===== src/rtl/board_pkt_rx.sv =====
// Inter-board link receiver: oversampled 8N1 UART that assembles PKT_LEN-bit packets
// from consecutive bytes and presents each completed packet with a one-cycle ready strobe.
module board_pkt_rx #(
    parameter int CLK_PER_SAMP  = 423,
    parameter int SAMP_PER_BIT  = 16,
    parameter int PKT_LEN       = 208,
    parameter int WAITING_COUNT = 130_000
) (
    input  logic               clk_in,
    input  logic               rst_in,
    input  logic               rx,
    output logic [PKT_LEN-1:0] data_out,
    output logic               ready,
    output logic               err
);

    localparam int NBYTES = PKT_LEN / 8;
    localparam int SCW    = (CLK_PER_SAMP > 1) ? $clog2(CLK_PER_SAMP) : 1;
    localparam int TCW    = (SAMP_PER_BIT > 2) ? $clog2(SAMP_PER_BIT) : 1;
    localparam int BCW    = (NBYTES > 1) ? $clog2(NBYTES) : 1;
    localparam int GCW    = $clog2(WAITING_COUNT + 1);

    localparam logic [SCW-1:0] SAMP_LAST = SCW'(CLK_PER_SAMP - 1);
    localparam logic [TCW-1:0] HALF_LAST = TCW'(SAMP_PER_BIT / 2 - 1);
    localparam logic [TCW-1:0] BIT_LAST  = TCW'(SAMP_PER_BIT - 1);
    localparam logic [BCW-1:0] BYTE_LAST = BCW'(NBYTES - 1);
    localparam logic [GCW-1:0] GAP_LAST  = GCW'(WAITING_COUNT - 1);

    typedef enum logic [1:0] {
        ST_IDLE  = 2'd0,
        ST_START = 2'd1,
        ST_DATA  = 2'd2,
        ST_STOP  = 2'd3
    } state_t;

    state_t               state_r, state_s;
    logic                 rx_meta_r, rxs_r;
    logic [SCW-1:0]       samp_cnt_r, samp_cnt_s;
    logic [TCW-1:0]       tick_cnt_r, tick_cnt_s;
    logic [2:0]           bit_idx_r, bit_idx_s;
    logic [7:0]           shift_r, shift_s;
    logic [BCW-1:0]       byte_cnt_r, byte_cnt_s;
    logic [GCW-1:0]       gap_cnt_r, gap_cnt_s;
    logic [PKT_LEN-1:0]   buf_r, buf_s;
    logic [PKT_LEN-1:0]   data_r, data_s;
    logic                 ready_r, ready_s;
    logic                 err_r, err_s;
    logic                 tick_s;

    // Two-flop synchronizer for the asynchronous line; idles high out of reset.
    always_ff @(posedge clk_in) begin
        if (!rst_in) begin
            rx_meta_r <= 1'b1;
            rxs_r     <= 1'b1;
        end else begin
            rx_meta_r <= rx;
            rxs_r     <= rx_meta_r;
        end
    end

    // Next-state and datapath decode for the receive FSM, tick generator and gap timer.
    always_comb begin
        state_s    = state_r;
        tick_cnt_s = tick_cnt_r;
        bit_idx_s  = bit_idx_r;
        shift_s    = shift_r;
        byte_cnt_s = byte_cnt_r;
        gap_cnt_s  = gap_cnt_r;
        buf_s      = buf_r;
        data_s     = data_r;
        ready_s    = 1'b0;
        err_s      = 1'b0;
        tick_s     = (samp_cnt_r == SAMP_LAST);
        if (tick_s) begin
            samp_cnt_s = {SCW{1'b0}};
        end else begin
            samp_cnt_s = samp_cnt_r + SCW'(1);
        end

        case (state_r)
            ST_IDLE: begin
                tick_cnt_s = {TCW{1'b0}};
                if (!rxs_r) begin
                    // Re-phase the tick counter to the start edge.
                    state_s    = ST_START;
                    samp_cnt_s = {SCW{1'b0}};
                    gap_cnt_s  = {GCW{1'b0}};
                end else if (byte_cnt_r != {BCW{1'b0}}) begin
                    if (gap_cnt_r == GAP_LAST) begin
                        err_s      = 1'b1;
                        byte_cnt_s = {BCW{1'b0}};
                        gap_cnt_s  = {GCW{1'b0}};
                    end else begin
                        gap_cnt_s = gap_cnt_r + GCW'(1);
                    end
                end else begin
                    gap_cnt_s = {GCW{1'b0}};
                end
            end
            ST_START: begin
                if (tick_s && (tick_cnt_r == HALF_LAST)) begin
                    tick_cnt_s = {TCW{1'b0}};
                    bit_idx_s  = 3'd0;
                    if (!rxs_r) begin
                        state_s = ST_DATA;
                    end else begin
                        state_s = ST_IDLE;
                    end
                end else if (tick_s) begin
                    tick_cnt_s = tick_cnt_r + TCW'(1);
                end else begin
                    tick_cnt_s = tick_cnt_r;
                end
            end
            ST_DATA: begin
                if (tick_s && (tick_cnt_r == BIT_LAST)) begin
                    tick_cnt_s         = {TCW{1'b0}};
                    shift_s[bit_idx_r] = rxs_r;
                    if (bit_idx_r == 3'd7) begin
                        state_s = ST_STOP;
                    end else begin
                        bit_idx_s = bit_idx_r + 3'd1;
                    end
                end else if (tick_s) begin
                    tick_cnt_s = tick_cnt_r + TCW'(1);
                end else begin
                    tick_cnt_s = tick_cnt_r;
                end
            end
            ST_STOP: begin
                if (tick_s && (tick_cnt_r == BIT_LAST)) begin
                    tick_cnt_s = {TCW{1'b0}};
                    state_s    = ST_IDLE;
                    if (rxs_r) begin
                        buf_s[{byte_cnt_r, 3'b000} +: 8] = shift_r;
                        if (byte_cnt_r == BYTE_LAST) begin
                            data_s     = buf_s;
                            ready_s    = 1'b1;
                            byte_cnt_s = {BCW{1'b0}};
                        end else begin
                            byte_cnt_s = byte_cnt_r + BCW'(1);
                        end
                    end else begin
                        err_s      = 1'b1;
                        byte_cnt_s = {BCW{1'b0}};
                    end
                end else if (tick_s) begin
                    tick_cnt_s = tick_cnt_r + TCW'(1);
                end else begin
                    tick_cnt_s = tick_cnt_r;
                end
            end
            default: begin
                state_s = ST_IDLE;
            end
        endcase
    end

    // State and datapath registers; reset discards any partial byte and packet silently.
    always_ff @(posedge clk_in) begin
        if (!rst_in) begin
            state_r    <= ST_IDLE;
            samp_cnt_r <= {SCW{1'b0}};
            tick_cnt_r <= {TCW{1'b0}};
            bit_idx_r  <= 3'd0;
            shift_r    <= 8'd0;
            byte_cnt_r <= {BCW{1'b0}};
            gap_cnt_r  <= {GCW{1'b0}};
            buf_r      <= {PKT_LEN{1'b0}};
            data_r     <= {PKT_LEN{1'b0}};
            ready_r    <= 1'b0;
            err_r      <= 1'b0;
        end else begin
            state_r    <= state_s;
            samp_cnt_r <= samp_cnt_s;
            tick_cnt_r <= tick_cnt_s;
            bit_idx_r  <= bit_idx_s;
            shift_r    <= shift_s;
            byte_cnt_r <= byte_cnt_s;
            gap_cnt_r  <= gap_cnt_s;
            buf_r      <= buf_s;
            data_r     <= data_s;
            ready_r    <= ready_s;
            err_r      <= err_s;
        end
    end

    assign data_out = data_r;
    assign ready    = ready_r;
    assign err      = err_r;

endmodule


===== config.mk =====
export PLATFORM = sky130hd
export DESIGN_NAME = board_pkt_rx
export DESIGN_NICKNAME = d
export VERILOG_FILES = /design/src/rtl/board_pkt_rx.sv
export SDC_FILE = /design/constraint.sdc
export NUM_CORES = 1
export LEC_CHECK = 0
export CORE_AREA = 2 2 181 183
export CTS_BUF_LIST = sky130_fd_sc_hd__clkbuf_8
export DETAILED_ROUTE_END_ITERATION = 8
export DIE_AREA = 0 0 183 185
export PLACE_DENSITY = 0.87
export SETUP_SLACK_MARGIN = 0.5
export SKIP_LAST_GASP = 1
export SYNTH_ARGS = -nofsm -noshare
export SYNTH_HDL_FRONTEND = slang
export SYNTH_SLANG_ARGS = --single-unit

===== constraint.sdc =====
create_clock -name clk_in -period 9.05 [get_ports clk_in]
set_input_delay 2.715 -clock clk_in [delete_from_list [all_inputs] [get_ports clk_in]]
set_output_delay 2.715 -clock clk_in [all_outputs]
set_load 0.02 [all_outputs]

### Signal wires on met1, run 1

Scale bar: 50 um. Supply wires on this layer in gray.
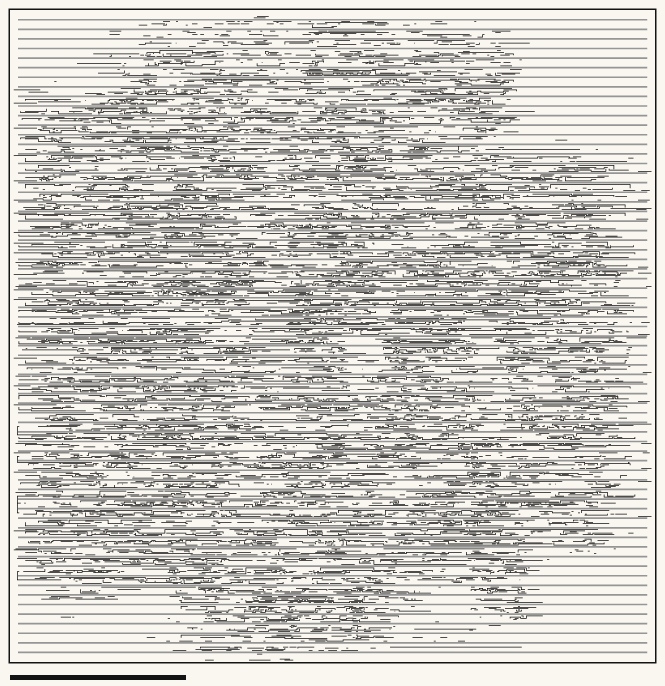
main direction	horizontal
share of all routed wire	41%
GR Util met1: 0.397
DR vias: 16700

### Metal 2, run 1

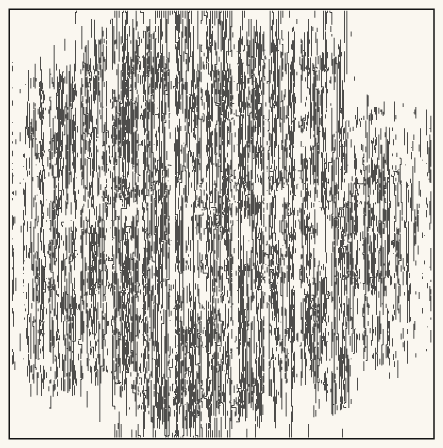
longest straight run	56.3 um
main direction	vertical
share of all routed wire	47%
nets with wire on the layer	2000
wire length on this layer	25.9 mm
global-route met2 utilization: 0.528
WL final: 55.1 mm

==> results.toml, run 1 <==
# implementation run metrics
[yosys]
syn_nets = 2209
ys_cells = 2190
top_cell_area_share = 0.471
synth_cells = 2190
synth_flops = 468
yosys.cell_types.count = 69
synthFlopType = "dfxtp_1"

[job]
cap_violations = 0
warning_count = 43

[place]
pre_cts_ws_ns = 4.08

[worst_setup_path]
critPathRequiredTime_ns = 9.56
crit_type = "flop to flop"
path_buffers = 1
critPathTopFamily = "simple AND/OR/NAND/NOR gates"

[outcome]
status = "completed"

[clocking]
ctsHoldBuffers = 0
clkTransAtPathRegs_ns = 0.06

[final_timing]
worst-slew-pin-transition_ns = 1.31
finalHoldWorstSlack_ns = 0.409
rsz0062_at_grt = "no"
skew_ns = 0.0287

[layout]
syn2layout_area_growth_pct = 16.7
design_area_sq_um = 23200
logic_area_sq_um = 9610

[routing]
drt.antenna.violating_nets = 0
first_pass_iters = 8

[power_and_ir_drop]
ir_drop_mv = 0.101
### Metal 3, run 1

Scale bar: 50 um.
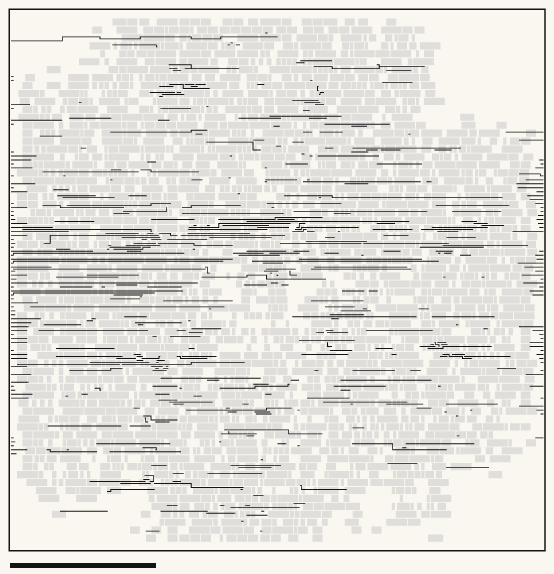
main direction	horizontal
wire length on this layer	4720 um
share of all routed wire	8.6%
longest straight run	75.7 um
nets with wire on the layer	282
met3 usage: 0.0731

### Metal 4, run 1

Supply wires on this layer in gray.
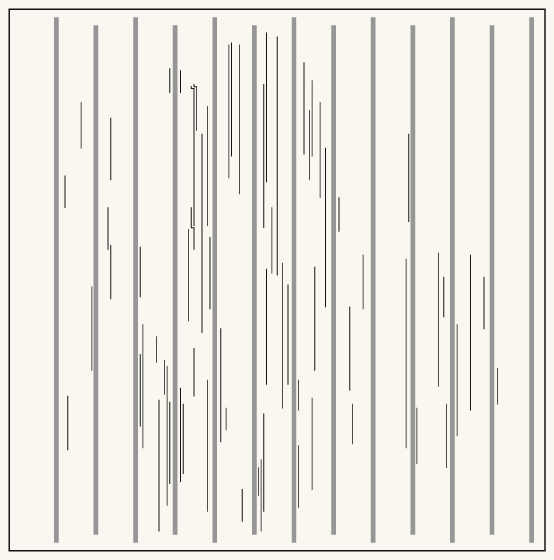
main direction	vertical
share of all routed wire	3.6%
nets with wire on the layer	50
longest straight run	81.6 um

## run 1: kinds of logic (layout without fill, tap and decap cells)
family / after synthesis / after routing / share of synthesized area
AND/OR/NAND/NOR: 690 / 690 / 0.162
flip-flops: 468 / 468 / 0.471
AND-OR/OR-AND: 453 / 453 / 0.133
multiplexers: 337 / 337 / 0.170
buffers and inverters: 208 / 366 / 0.0462
XOR/XNOR: 18 / 18 / 0.00793
adder cells (fa/ha/maj): 16 / 16 / 0.0101
other: 0 / 2 / 0
## run 1: metal layers
layer / wire [um] / vias up
li1: - / 7856
met1: 22600 / 7971
met2: 25900 / 759
met3: 4720 / 156
met4: 1970 / 0
met5: 0 / -
## run 1: registers in the layout, summed over array words and instances (netlist names), named ones only
register,flops
rxs_r,1
buf_r,208
rx_meta_r,1
err,1
samp_cnt_r,9
bit_idx_r,3
byte_cnt_r,5
data_out,208
ready,1
tick_cnt_r,4
shift_r,8
state_r,1
gap_cnt_r,17
## run 1: synth_stat cells (5+ instances only)
cell and instances:
xnor2_1 6, a211oi_1 82, a21o_1 7, nor2_4 5, clkbuf_1 121, and2_1 35, o21ai_0 157, nand3_1 57
nor4_1 7, buf_4 15, a31oi_1 36, nor3_1 11, nor2_2 10, or3_1 6, nand4_1 18, ha_1 16
a21oi_1 119, nor2_1 142, nand2_1 320, buf_1 16, dfxtp_1 468, inv_1 15, mux2i_1 334, buf_2 35
and3_1 18, nor2b_1 6, buf_6 5, a221oi_1 7, nand2b_1 12, o21ai_1 24, xor2_1 12, nand3b_1 5
## run 1: cell usage in the layout (no fill, tap or decap), types with 57 or more instances in the layout
master / instances
clkdlybuf4s50_1: 211
a211oi_1: 82
nand3_1: 57
o21ai_0: 157
nor2_1: 140
dfxtp_1: 468
a21oi_1: 119
mux2i_1: 334
nand2_1: 320
clkbuf_8: 94
## run 1: final timing paths
path,to,slack [ns],cells after the start
worst min-delay path,rxs_r$_SDFF_PN1_,0.41,1
worst min register to register,rxs_r$_SDFF_PN1_,0.41,1
worst max-delay path,buf_r[127]$_SDFFE_PN0P_,4.52,8
worst max register to register,buf_r[127]$_SDFFE_PN0P_,4.52,8
## run 1: worst reg2reg max path: cells and delay by family (launching register included)
family	cells	cell delay [ns]
mux	1	0.27
buf+inv	1	0.25
fa+ha+maj	2	1.35
simple gates	4	1.94
flops	1	0.65
## run 1: power breakdown
| group | internal (mW) | switching (mW) |
|---|---|---|
| Combinational | 0.0118 | 0.0459 |
| Clock | 0.937 | 0.833 |
| Sequential | 2.06 | 0.00348 |
| Total | 3.01 | 0.883 |
## run 1: area by class of cell
type / count / area share
Antenna cell: 2 / 0.000216
Clock buffer: 94 / 0.0557
Clock inverter: 35 / 0.00717
Inverter: 15 / 0.00248
Multi-Input combinational cell: 1514 / 0.414
Sequential cell: 468 / 0.404
Tap cell: 408 / 0.0220
Timing Repair Buffer: 222 / 0.0948
==> inputs of run 2 (changes only) <==
- CORE_AREA: 2 2 181 183 -> 2 2 197 199
- DIE_AREA: 0 0 183 185 -> 0 0 199 201
- PLACE_DENSITY: 0.87 -> 0.78
- clock period: 9.05 -> 4.05 ns (I/O delays scaled with it)
### Metal 3, run 2

Scale bar: 50 um.
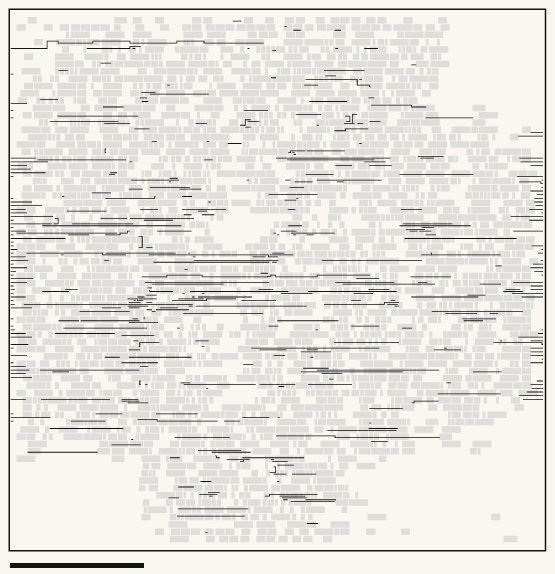
nets with wire on the layer	261
longest straight run	62.6 um
met3 usage: 0.0536
WL final: 55.7 mm
DR vias: 16600

==> run 2 against run 1 <==
  * Combinational power grew 130%
  * Final cell count grew 4.4%
  * Non-clock buffer count rose by 21
  * Fmax is 39% higher
  * Via count fell by 0.95%
  * Largest power group unchanged
  * Register-to-register slack worse by 3.7 ns
  * Worst setup slack worse by 3.7 ns
  * Clock skew is 0.0047 ns higher
  * Sequential power grew 120%
  * Final area rose by 1.4%
==> results.toml, run 2 <==
# implementation run metrics
[job]
cap_violations = 0
warning_count = 46

[global_routing]
grt_pass1_wl_mm = 86.9
track_usage = 0.275

[yosys]
yosysWarnings = 0
yosys.cell_types.count = 69
syn_nets = 2209
top_cell_area_share = 0.471
top_cell = "dfxtp_1"
ys_top_cells_by_count = "468 x dfxtp_1, 334 x mux2i_1, 320 x nand2_1"
synth_cells = 2190
synth_flops = 468
ys_cells = 2190
synthFlopType = "dfxtp_1"
edf_count = 0

[layout]
antenna_cells = 0
final_layout_top_logic_cells = "467 x dfxtp_1, 334 x mux2i_1, 320 x nand2_1"
syn2layout_area_growth_pct = 18.4
nFillCells = 3152
layout.cells.most_common = "dfxtp_1"

[hold_path]
min_to = "data_out[196]$_SDFFE_PN0P_"
min_path_cells = 2

[worst_setup_path]
critPathRequiredTime_ns = 4.60
critPathTopFamily = "adder cells"
r2r_cells = 10
crit_type = "flop to flop"
r2r_slack_ns = 0.78
r2r-start = "byte_cnt_r[1]$_SDFFE_PN0P_"
path_buffers = 2
r2r-end = "buf_r[104]$_SDFFE_PN0P_"

[power_and_ir_drop]
ir_drop_mv = 0.278
power_density_nw_per_um2 = 368
leakagePower_nw = 8.75

[outcome]
status = "completed"

[routing]
drt.antenna.violating_nets = 0
first_pass_iters = 6

[final_timing]
rsz0062_at_grt = "no"
worst-slew-pin-transition_ns = 0.929
skew_ns = 0.0335
finalClockPeriodUsage = 0.807
setup_viol = 0
period_needed_ns = 3.27
slew_violations = 0

[clocking]
clkTransAtPathRegs_ns = 0.07
ctsHoldBuffers = 0

[die]
core_sq_um = 38100
io_pins = 213

[place]
pre_cts_ws_ns = 0.485
place_congestion = 0.894
### Metal 2, run 2

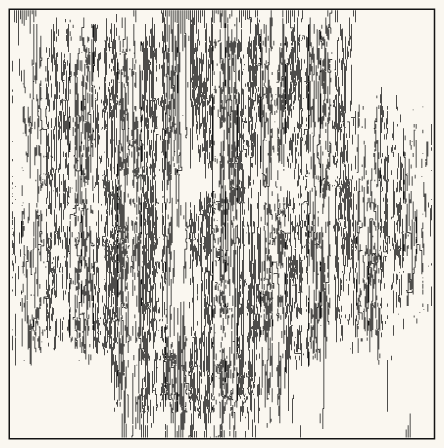
longest straight run	65.3 um
main direction	vertical
global-route met2 utilization: 0.431

## run 2: cell counts after synthesis
No cell type changed its count.
## run 2: worst reg2reg max path, delay by kind of cell (launching register included)
kind                     cells  cell delay (ns)
multiplexers                 1             0.25
AND/OR/NAND/NOR              4             0.79
buffers and inverters        2             0.40
adder cells (fa/ha/maj)      2             0.86
flip-flops                   1             0.56
AND-OR/OR-AND                1             0.31
## run 2: cell families after synthesis
| group | after synthesis | share of synthesized area |
|---|---|---|
| simple gates | 690 | 0.162 |
| flops | 468 | 0.471 |
| mux | 337 | 0.170 |
| fa+ha+maj | 16 | 0.0101 |
| xor+xnor | 18 | 0.00793 |
| buf+inv | 208 | 0.0462 |
| compound gates | 453 | 0.133 |
## run 2: where the power goes
group / switching, mW / internal [mW]
registers: 0.00825 / 4.61
clock network: 1.85 / 2.06
logic: 0.104 / 0.0296
total: 1.96 / 6.70
## run 2: timing repair
action / in CTS / in global routing
buffers inserted: 1 / 0
gates resized: 2 / 4
endpoints found under the setup margin: 10 / 166
## run 2: cell type report
type	instances	area [sq um]	share of cell area
Multi-Input combinational cell	1514	9630	0.409
Sequential cell	468	9370	0.398
Timing Repair Buffer	243	2420	0.103
Clock buffer	93	1280	0.0544
Tap cell	518	648	0.0275
Clock inverter	29	139	0.00590
Inverter	15	57.6	0.00244
## run 2: worst max-delay path by stage
| stage | slack [ns] | end | depth (start not counted) |
|---|---|---|---|
| floorplan | 1.14 | buf_r[199]$_SDFFE_PN0P_ | 12 |
| global placement | 0.68 | buf_r[89]$_SDFFE_PN0P_ | 9 |
| detailed placement | 0.49 | buf_r[89]$_SDFFE_PN0P_ | 9 |
| CTS | 0.58 | data_out[4]$_SDFFE_PN0P_ | 10 |
| global route | 0.56 | buf_r[60]$_SDFFE_PN0P_ | 10 |
| finish | 0.78 | buf_r[104]$_SDFFE_PN0P_ | 10 |
## run 2: metrics by stage
| step | hold slack [ns] | power, mW | instance area (sq um) | utilization |
|---|---|---|---|---|
| 2_1_floorplan | 0.386 | 4.82 | 19900 | - |
| 3_3_place_gp | 0.429 | 4.85 | 22100 | 0.580 |
| 3_5_place_dp | 0.446 | 4.85 | 22100 | 0.580 |
| 4_1_cts | 0.440 | 8.70 | 23500 | 0.618 |
| 5_1_grt | 0.470 | 8.92 | 23500 | 0.618 |
| 6_report | 0.451 | 8.66 | 23500 | 0.618 |
## run 2: routing by layer
metal / track usage / share of wire / up-vias
li1: - / - / 7902
met1: 0.366 / 0.44 / 7891
met2: 0.431 / 0.46 / 668
met3: 0.0536 / 0.071 / 120
met4: 0.126 / 0.034 / 2
met5: 0 / 0.00022 / -
No activity file was given, so power comes from the tool's default toggle rates.
